==> images/clock_wires.png <==
Scale bar: 100 µm.
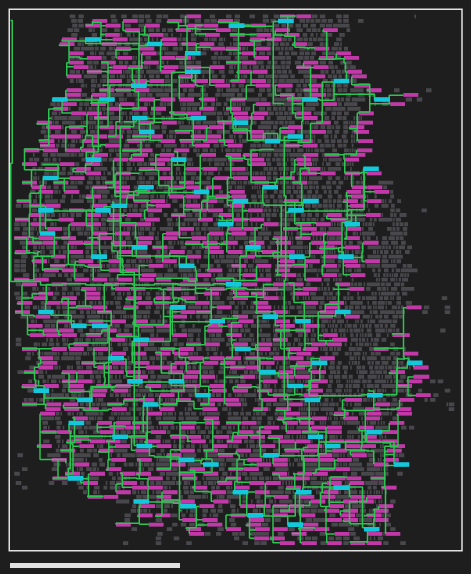
==> images/m3.png <==
Scale bar: 100 µm.
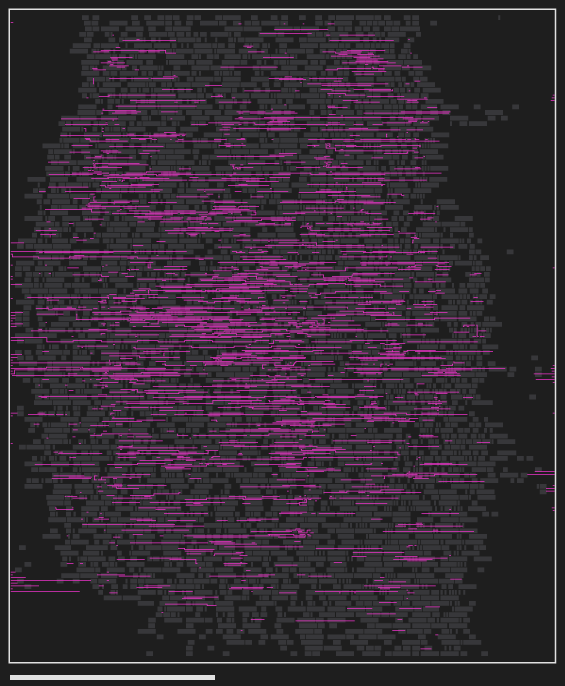
==> images/layers.png <==
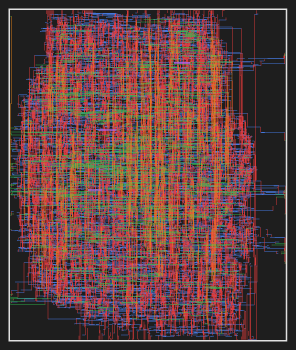
===== src/rtl/rob_pkg.sv =====
// Shared types and constants for the reorder buffer.
package rob_pkg;
   localparam int unsigned ROB_XLEN = 32;
   localparam int unsigned REG_W    = 6;
   localparam logic [REG_W-1:0] REN_BASE = 6'd32;
   localparam logic [REG_W-1:0] REN_LAST = 6'd63;

   typedef struct packed {
      logic                valid;
      logic                done;
      logic                tag;
      logic [REG_W-1:0]    arn;
      logic [REG_W-1:0]    rrn;
      logic [ROB_XLEN-1:0] data;
   } rob_entry_t;

   // True when a register number lies in the renamed range.
   function automatic logic is_ren(input logic [REG_W-1:0] r);
      return ({1'b0, r} >= {1'b0, REN_BASE}) && ({1'b0, r} <= {1'b0, REN_LAST});
   endfunction
endpackage


===== src/rtl/rob_result_match.sv =====
// Per-entry renamed-register match against both result buses; bus 1 wins a tie.
module rob_result_match
   import rob_pkg::*;
#(
   parameter int unsigned DEPTH = 16,
   parameter int unsigned XLEN  = 32
) (
   input  logic [DEPTH-1:0]            pend,
   input  logic [DEPTH-1:0][REG_W-1:0] ent_rrn,
   input  logic [1:0]                  res_we,
   input  logic [1:0][REG_W-1:0]       res_rrn,
   input  logic [1:0][XLEN-1:0]        res_data,
   output logic [DEPTH-1:0]            hit,
   output logic [DEPTH-1:0][XLEN-1:0]  hit_data
);
   logic [1:0]       bus_ok;
   logic [DEPTH-1:0] hit0;
   logic [DEPTH-1:0] hit1;

   always_comb begin
      bus_ok   = '0;
      hit0     = '0;
      hit1     = '0;
      hit      = '0;
      hit_data = '0;
      for (int k = 0; k < 2; k++) begin
         bus_ok[k] = res_we[k] && is_ren(res_rrn[k]);
      end
      for (int i = 0; i < int'(DEPTH); i++) begin
         hit0[i]     = bus_ok[0] && pend[i] && (ent_rrn[i] == res_rrn[0]);
         hit1[i]     = bus_ok[1] && pend[i] && (ent_rrn[i] == res_rrn[1]);
         hit[i]      = hit0[i] || hit1[i];
         hit_data[i] = hit1[i] ? res_data[1] : res_data[0];
      end
   end
endmodule


===== src/rtl/reorder_buffer.sv =====
// In-order retirement buffer: dispatch at tail, CDB result capture, commit at head,
// with speculative squash (delete_tagged) and resolve (clear_tags).
module reorder_buffer
   import rob_pkg::*;
#(
   parameter int unsigned DEPTH = 16,
   parameter int unsigned XLEN  = 32
) (
   input  logic                    clk,
   input  logic                    reset_n,
   input  logic                    disp_valid,
   output logic                    disp_ready,
   input  logic [5:0]              disp_arn,
   input  logic [5:0]              disp_rrn,
   input  logic                    disp_tag,
   input  logic [1:0]              res_we,
   input  logic [1:0][5:0]         res_rrn,
   input  logic [1:0][XLEN-1:0]    res_data,
   input  logic                    delete_tagged,
   input  logic                    clear_tags,
   output logic                    commit_we,
   output logic [5:0]              commit_arn,
   output logic [5:0]              commit_rrn,
   output logic [XLEN-1:0]         commit_data,
   output logic [$clog2(DEPTH):0]  count,
   output logic                    full,
   output logic                    empty
);
   localparam int unsigned IDX_W = $clog2(DEPTH);
   localparam int unsigned PTR_W = IDX_W + 1;

   rob_entry_t entries_q [DEPTH];
   rob_entry_t entries_n [DEPTH];
   rob_entry_t head_e;

   logic [PTR_W-1:0] head_q, head_n, tail_q, tail_n, count_n, n_tagged;
   logic [IDX_W-1:0] head_idx, tail_idx;
   logic             commit_c, commit_fire_c, accept_c;

   logic [DEPTH-1:0]            pend;
   logic [DEPTH-1:0][REG_W-1:0] ent_rrn;
   logic [DEPTH-1:0]            hit;
   logic [DEPTH-1:0][XLEN-1:0]  hit_data;

   assign disp_ready = !full;
   assign head_idx   = head_q[IDX_W-1:0];
   assign tail_idx   = tail_q[IDX_W-1:0];

   // Only entries still waiting on a result may be written by a CDB.
   always_comb begin
      pend    = '0;
      ent_rrn = '0;
      for (int i = 0; i < int'(DEPTH); i++) begin
         pend[i]    = entries_q[i].valid && !entries_q[i].done;
         ent_rrn[i] = entries_q[i].rrn;
      end
   end

   rob_result_match #(.DEPTH(DEPTH), .XLEN(XLEN)) u_match (
      .pend     (pend),
      .ent_rrn  (ent_rrn),
      .res_we   (res_we),
      .res_rrn  (res_rrn),
      .res_data (res_data),
      .hit      (hit),
      .hit_data (hit_data)
   );

   // Next-state for entries and pointers.
   always_comb begin
      entries_n     = entries_q;
      head_n        = head_q;
      tail_n        = tail_q;
      n_tagged      = '0;
      head_e        = entries_q[head_idx];
      commit_c      = head_e.valid && head_e.done && !head_e.tag;
      commit_fire_c = commit_c && (head_e.arn != '0);
      accept_c      = disp_valid && !full && !delete_tagged;

      for (int i = 0; i < int'(DEPTH); i++) begin
         if (entries_q[i].valid && entries_q[i].tag) begin
            n_tagged = n_tagged + PTR_W'(1);
         end
         if (hit[i]) begin
            entries_n[i].done = 1'b1;
            entries_n[i].data = ROB_XLEN'(hit_data[i]);
         end
         if (clear_tags) begin
            entries_n[i].tag = 1'b0;
         end
      end

      if (commit_c) begin
         entries_n[head_idx].valid = 1'b0;
         head_n = head_q + PTR_W'(1);
      end

      // Tagged entries are contiguous at the tail, so the tail rewinds by their count.
      if (delete_tagged) begin
         for (int i = 0; i < int'(DEPTH); i++) begin
            if (entries_q[i].valid && entries_q[i].tag) begin
               entries_n[i].valid = 1'b0;
            end
         end
         tail_n = tail_q - n_tagged;
      end else if (accept_c) begin
         entries_n[tail_idx].valid = 1'b1;
         entries_n[tail_idx].done  = 1'b0;
         entries_n[tail_idx].tag   = disp_tag;
         entries_n[tail_idx].arn   = disp_arn;
         entries_n[tail_idx].rrn   = disp_rrn;
         entries_n[tail_idx].data  = '0;
         tail_n = tail_q + PTR_W'(1);
      end

      count_n = tail_n - head_n;
   end

   always_ff @(posedge clk or negedge reset_n) begin
      if (!reset_n) begin
         for (int i = 0; i < int'(DEPTH); i++) begin
            entries_q[i] <= '0;
         end
         head_q      <= '0;
         tail_q      <= '0;
         commit_we   <= 1'b0;
         commit_arn  <= '0;
         commit_rrn  <= '0;
         commit_data <= '0;
         count       <= '0;
         full        <= 1'b0;
         empty       <= 1'b1;
      end else begin
         entries_q <= entries_n;
         head_q    <= head_n;
         tail_q    <= tail_n;
         commit_we <= commit_fire_c;
         if (commit_fire_c) begin
            commit_arn  <= head_e.arn;
            commit_rrn  <= head_e.rrn;
            commit_data <= XLEN'(head_e.data);
         end
         count <= count_n;
         full  <= (count_n == PTR_W'(DEPTH));
         empty <= (count_n == '0);
      end
   end
endmodule

===== config.mk =====
export PLATFORM = sky130hd
export DESIGN_NAME = reorder_buffer
export DESIGN_NICKNAME = d
export VERILOG_FILES = /design/src/rtl/rob_pkg.sv /design/src/rtl/rob_result_match.sv /design/src/rtl/reorder_buffer.sv
export SDC_FILE = /design/constraint.sdc
export NUM_CORES = 2
export LEC_CHECK = 0
export ABC_CLOCK_PERIOD_IN_PS = 11130
export CAP_MARGIN = 15
export CORE_ASPECT_RATIO = 1.2
export CORE_MARGIN = 2
export CORE_UTILIZATION = 56
export CTS_BUF_LIST = sky130_fd_sc_hd__clkbuf_16
export DETAILED_ROUTE_END_ITERATION = 8
export PLACE_DENSITY = 0.8
export RECOVER_POWER = 50
export SYNTH_ARGS = -nofsm -noshare
export SYNTH_HDL_FRONTEND = slang
export SYNTH_SLANG_ARGS = --single-unit

===== constraint.sdc =====
create_clock -name clk -period 11.13 [get_ports clk]
set_input_delay 2.226 -clock clk [delete_from_list [all_inputs] [get_ports clk]]
set_output_delay 2.226 -clock clk [all_outputs]
set_load 0.01 [all_outputs]

==> reports/README.md <==
| Quantity | Reported |
| --- | --- |
| YS warnings | 0 |
| Tally of filler cells in the layout | 6079 |
| Number of buffer cells added on primary ports | 148 |
| Pin count of the biggest net entering global routing | 178 |
| Estimated wirelength of the detail-placed design | 80.8 mm |
| Routing usage on met1 | 44.3% |
| Final clock skew | 26.5 ps |
| Number of optimization iterations in the first detailed-route pass | 6 |
| Top achievable clock speed | 93.0 MHz |
| Total power divided by cell area | 205 mW/mm² |
| Row count | 115 |
| Post-synth top area cell | sky130_fd_sc_hd__dfrtp_1 |
| First-iteration detailed-routing DRC count | 4312 |
| Post-synthesis cell area | 0.0460 mm² |
| Worst Slack Setup Final | 377 ps |
| Hold_ws | 466 ps |
| Buffer depth of the longest clock path | 3 |
| Total cell area at the placement stage | 0.0481 mm² |
| Kind of end point of the critical path | flop |
| Switching Power | 3.55 mW |
| Total power of the final layout | 10.4 mW |
| Number of failing hold endpoints at the final stage | 0 |
| Met2 global-route usage | 53.9% |
| Cells after Synth | 4168 |
| Clock slew at the register clock pins of the worst setup and hold paths | 60 ps |
| Yosys cell count | 4168 |
| Area added between synthesis and finish | 10.5% |
| Total die area | 0.0844 mm² |
| Crit Path Class | reg -> reg |
| Number of distinct library cells after synthesis | 78 |
| Sequential-to-total area share from yosys stat | 44.3% |
| Leading cell types by total area after synthesis | sky130_fd_sc_hd__dfrtp_1 (44%), sky130_fd_sc_hd__mux2i_1 (11%), sky130_fd_sc_hd__mux4_2 (11%), sky130_fd_sc_hd__a211oi_1 (8.4%), sky130_fd_sc_hd__nor2_1 (4.6%) |
| CTS root buffer | sky130_fd_sc_hd__clkbuf_16 |
| Total via count in the routed design | 36400 |
| Final routed wire length divided by cell count | 28.2 µm |
| Top cells by count | sky130_fd_sc_hd__dfrtp_1 (813), sky130_fd_sc_hd__nor2_1 (567), sky130_fd_sc_hd__mux2i_1 (518) |
| Number of pins exceeding their max-slew limit in the final report | 806 |
| Setup crit start | entries_q[702] |
| TritonCTS clock tree | yes |
| AND/OR/NAND/NOR Cells, Area Fraction | 10.4% |
| Final design instance area without fill | 0.0508 mm² |
| Final critical path time including I/O delays and setup | 10750 ps |
| Aggregate negative setup slack | 0 ps |
| Global placer's final weighted congestion | 0.924 |
| Async SR Flop Fraction | 100% |
| Clock insertion delay at the later pin of the skew report | 660 ps |
| Total gr overflow | 0 |
| Area fraction in mux cells | 26.0% |
| Final standard cell utilization of the core | 62.3% |
| Count of nets after finishing | 4197 |
| Outcome | complete, but fails checks |
| Number of maximum-capacitance violations | 9 |
| Cell with the largest stage delay on the worst path | sky130_fd_sc_hd__dfrtp_1 |
| Average instance area after synthesis | 11.0 µm² |
| Most common cell type on the critical path | sky130_fd_sc_hd__ha_1 |
| Global-route layer with the greatest usage | met2 |
| Total internal power | 6.84 mW |
| Worst ir drop on vdd | 221 µV |
| Die boundary width | 266 µm |
| Fraction of the core area occupied by cells at floorplan | 56.4% |
| Largest combinational cell category by area | multiplexers |
| Count of H-tree levels built during CTS | 3 |
| Total of endpoints with negative setup slack in the final report | 0 |
| Vias per Instance | 7.01 |
| Final Non-Filler Cells | 5193 |
| I/O pin count | 149 |
| Adders+Majority by Area | 0.952% |
| Sw Ratio | 34.2% |
| Main flop type after synthesis | sky130_fd_sc_hd__dfrtp_1 |
| Ao+oa area frac | 10.2% |
| Violations in the final reports | capacitance limit, slew limit |
| Die Height | 318 µm |
| DRC errors left | 0 |
| Post-route clock period utilization | 96.6% |
| Xor and xnor fraction of the mapped netlist area | 4.40% |
| Net count after synthesis | 4297 |
| Cell with the most instances after synthesis | sky130_fd_sc_hd__dfrtp_1 |
| Post-detailed-route count of antenna-violating nets | 0 |
| Wire length of the first global-routing pass | 225 mm |
| Vias in the first global route | 36700 |
| Clock network fraction of total power | 26.3% |
| Total cell area reported by yosys after synthesis | 0.0460 mm² |
| Crit-path leading delay family | adder cells |
| Worst path arrival time | 11340 ps |
| Combinational share of power | 32.1% |
| Initial antenna violation count | 10 |
| Number of enable flip-flop cells | 0 |
Notes on clock_wires.png above:
Key: clock wires = green [length 10100 µm]; flip-flops = magenta [count 814]; clock-net drivers = cyan [count 83]
There are 84 routed clock nets.

Notes on m3.png above:
The layer holds 11% of the routed length. The layer carries 15500 µm of wire. The wires run mostly horizontal. The longest straight run is 108 µm. 434 nets have wire on it.
Total Routed Length: 146 mm
GR Util met3: 7.35%

Notes on layers.png above:
Key: M4 = orange [wire length 10500 µm]; M1 = blue [wire length 52.9 mm]; M3 = green [wire length 15500 µm]; M2 = red [wire length 67.6 mm]; M5 = purple [wire length 41.4 µm]

[cell families after synthesis]
kind of cell,Yosys count
flops,814
xor+xnor,217
fa+ha+maj,34
buf+inv,456
simple gates,1124
mux,893
compound gates,630
[final cells by class]
type / count / area [µm²] / share of cell area, %
Inverter: 35 / 131 / 0.259
Timing Repair Buffer: 236 / 2160 / 4.25
Sequential cell: 814 / 20400 / 40.1
Clock inverter: 64 / 440 / 0.867
Tap cell: 1053 / 1320 / 2.59
Antenna cell: 7 / 17.5 / 0.0345
Clock buffer: 86 / 2150 / 4.23
Multi-Input combinational cell: 2898 / 24200 / 47.7
[tightest hold or removal path, cell delays in order, from the launching register on]
cell	delay (ps)
sky130_fd_sc_hd__dfrtp_1	340
sky130_fd_sc_hd__nand2_1	50
sky130_fd_sc_hd__nand2_1	50
[path summary, 6_finish.rpt]
check | to | slack [ps] | depth (start not counted)
setup / recovery | empty | 380 | 59
max in group asynchronous | entries_q[241] | 1250 | 3
min in group asynchronous | commit_rrn[2] | 3750 | 1
hold / removal | commit_arn[3] | 470 | 2
setup reg to reg | empty | 380 | 59
hold reg to reg | commit_arn[3] | 470 | 2
[cell usage in the layout (no fill, tap or decap), types with 16 or more instances in the layout]
cell type	count
sky130_fd_sc_hd__a211oi_1	513
sky130_fd_sc_hd__mux2_2	148
sky130_fd_sc_hd__nand2_1	354
sky130_fd_sc_hd__o21ai_0	28
sky130_fd_sc_hd__nand4_1	32
sky130_fd_sc_hd__xnor2_1	116
sky130_fd_sc_hd__nand3_1	21
sky130_fd_sc_hd__buf_4	76
sky130_fd_sc_hd__nor4_1	16
sky130_fd_sc_hd__dfrtp_1	810
sky130_fd_sc_hd__dlygate4sd3_1	54
sky130_fd_sc_hd__and2_1	16
sky130_fd_sc_hd__and3_1	20
sky130_fd_sc_hd__mux2i_1	517
sky130_fd_sc_hd__clkdlybuf4s50_1	93
sky130_fd_sc_hd__xor2_1	91
sky130_fd_sc_hd__ha_1	25
sky130_fd_sc_hd__inv_1	54
sky130_fd_sc_hd__mux4_2	226
sky130_fd_sc_hd__clkbuf_16	86
sky130_fd_sc_hd__nor2_1	554
sky130_fd_sc_hd__nand2b_1	16
[repair_timing]
item                       4_1_cts  5_1_grt
gates resized                    5       29
pin swaps                        1       14
buffers inserted                 2        3
setup endpoints to repair        4        6
[layer usage]
metal,vias up,part of all wire [%]
li1,15000,-
met1,18200,36
met2,2488,46
met3,716,11
met4,6,7.2
met5,-,0.028
[power groups by stage]
| stage | Combinational [mW] | Sequential (mW) | Clock, mW |
|---|---|---|---|
| after CTS | 3.27 | 4.31 | 2.74 |
| final | 3.34 | 4.32 | 2.74 |
| after global routing | 3.58 | 4.41 | 2.86 |
| after global placement | 3.15 | 4.32 | 0 |
| after detailed placement | 3.24 | 4.35 | 0 |
| after floorplan | 2.42 | 4.10 | 0 |
[sequential cells by signal, summed over array words and instances, names as in the netlist]
name         cells
entries_q      656
ent_rrn         96
commit_data     32
commit_arn       6
commit_rrn       6
count            5
head_q           5
tail_q           5
commit_we        1
empty            1
full             1
No activity file was given, so power comes from the tool's default toggle rates.
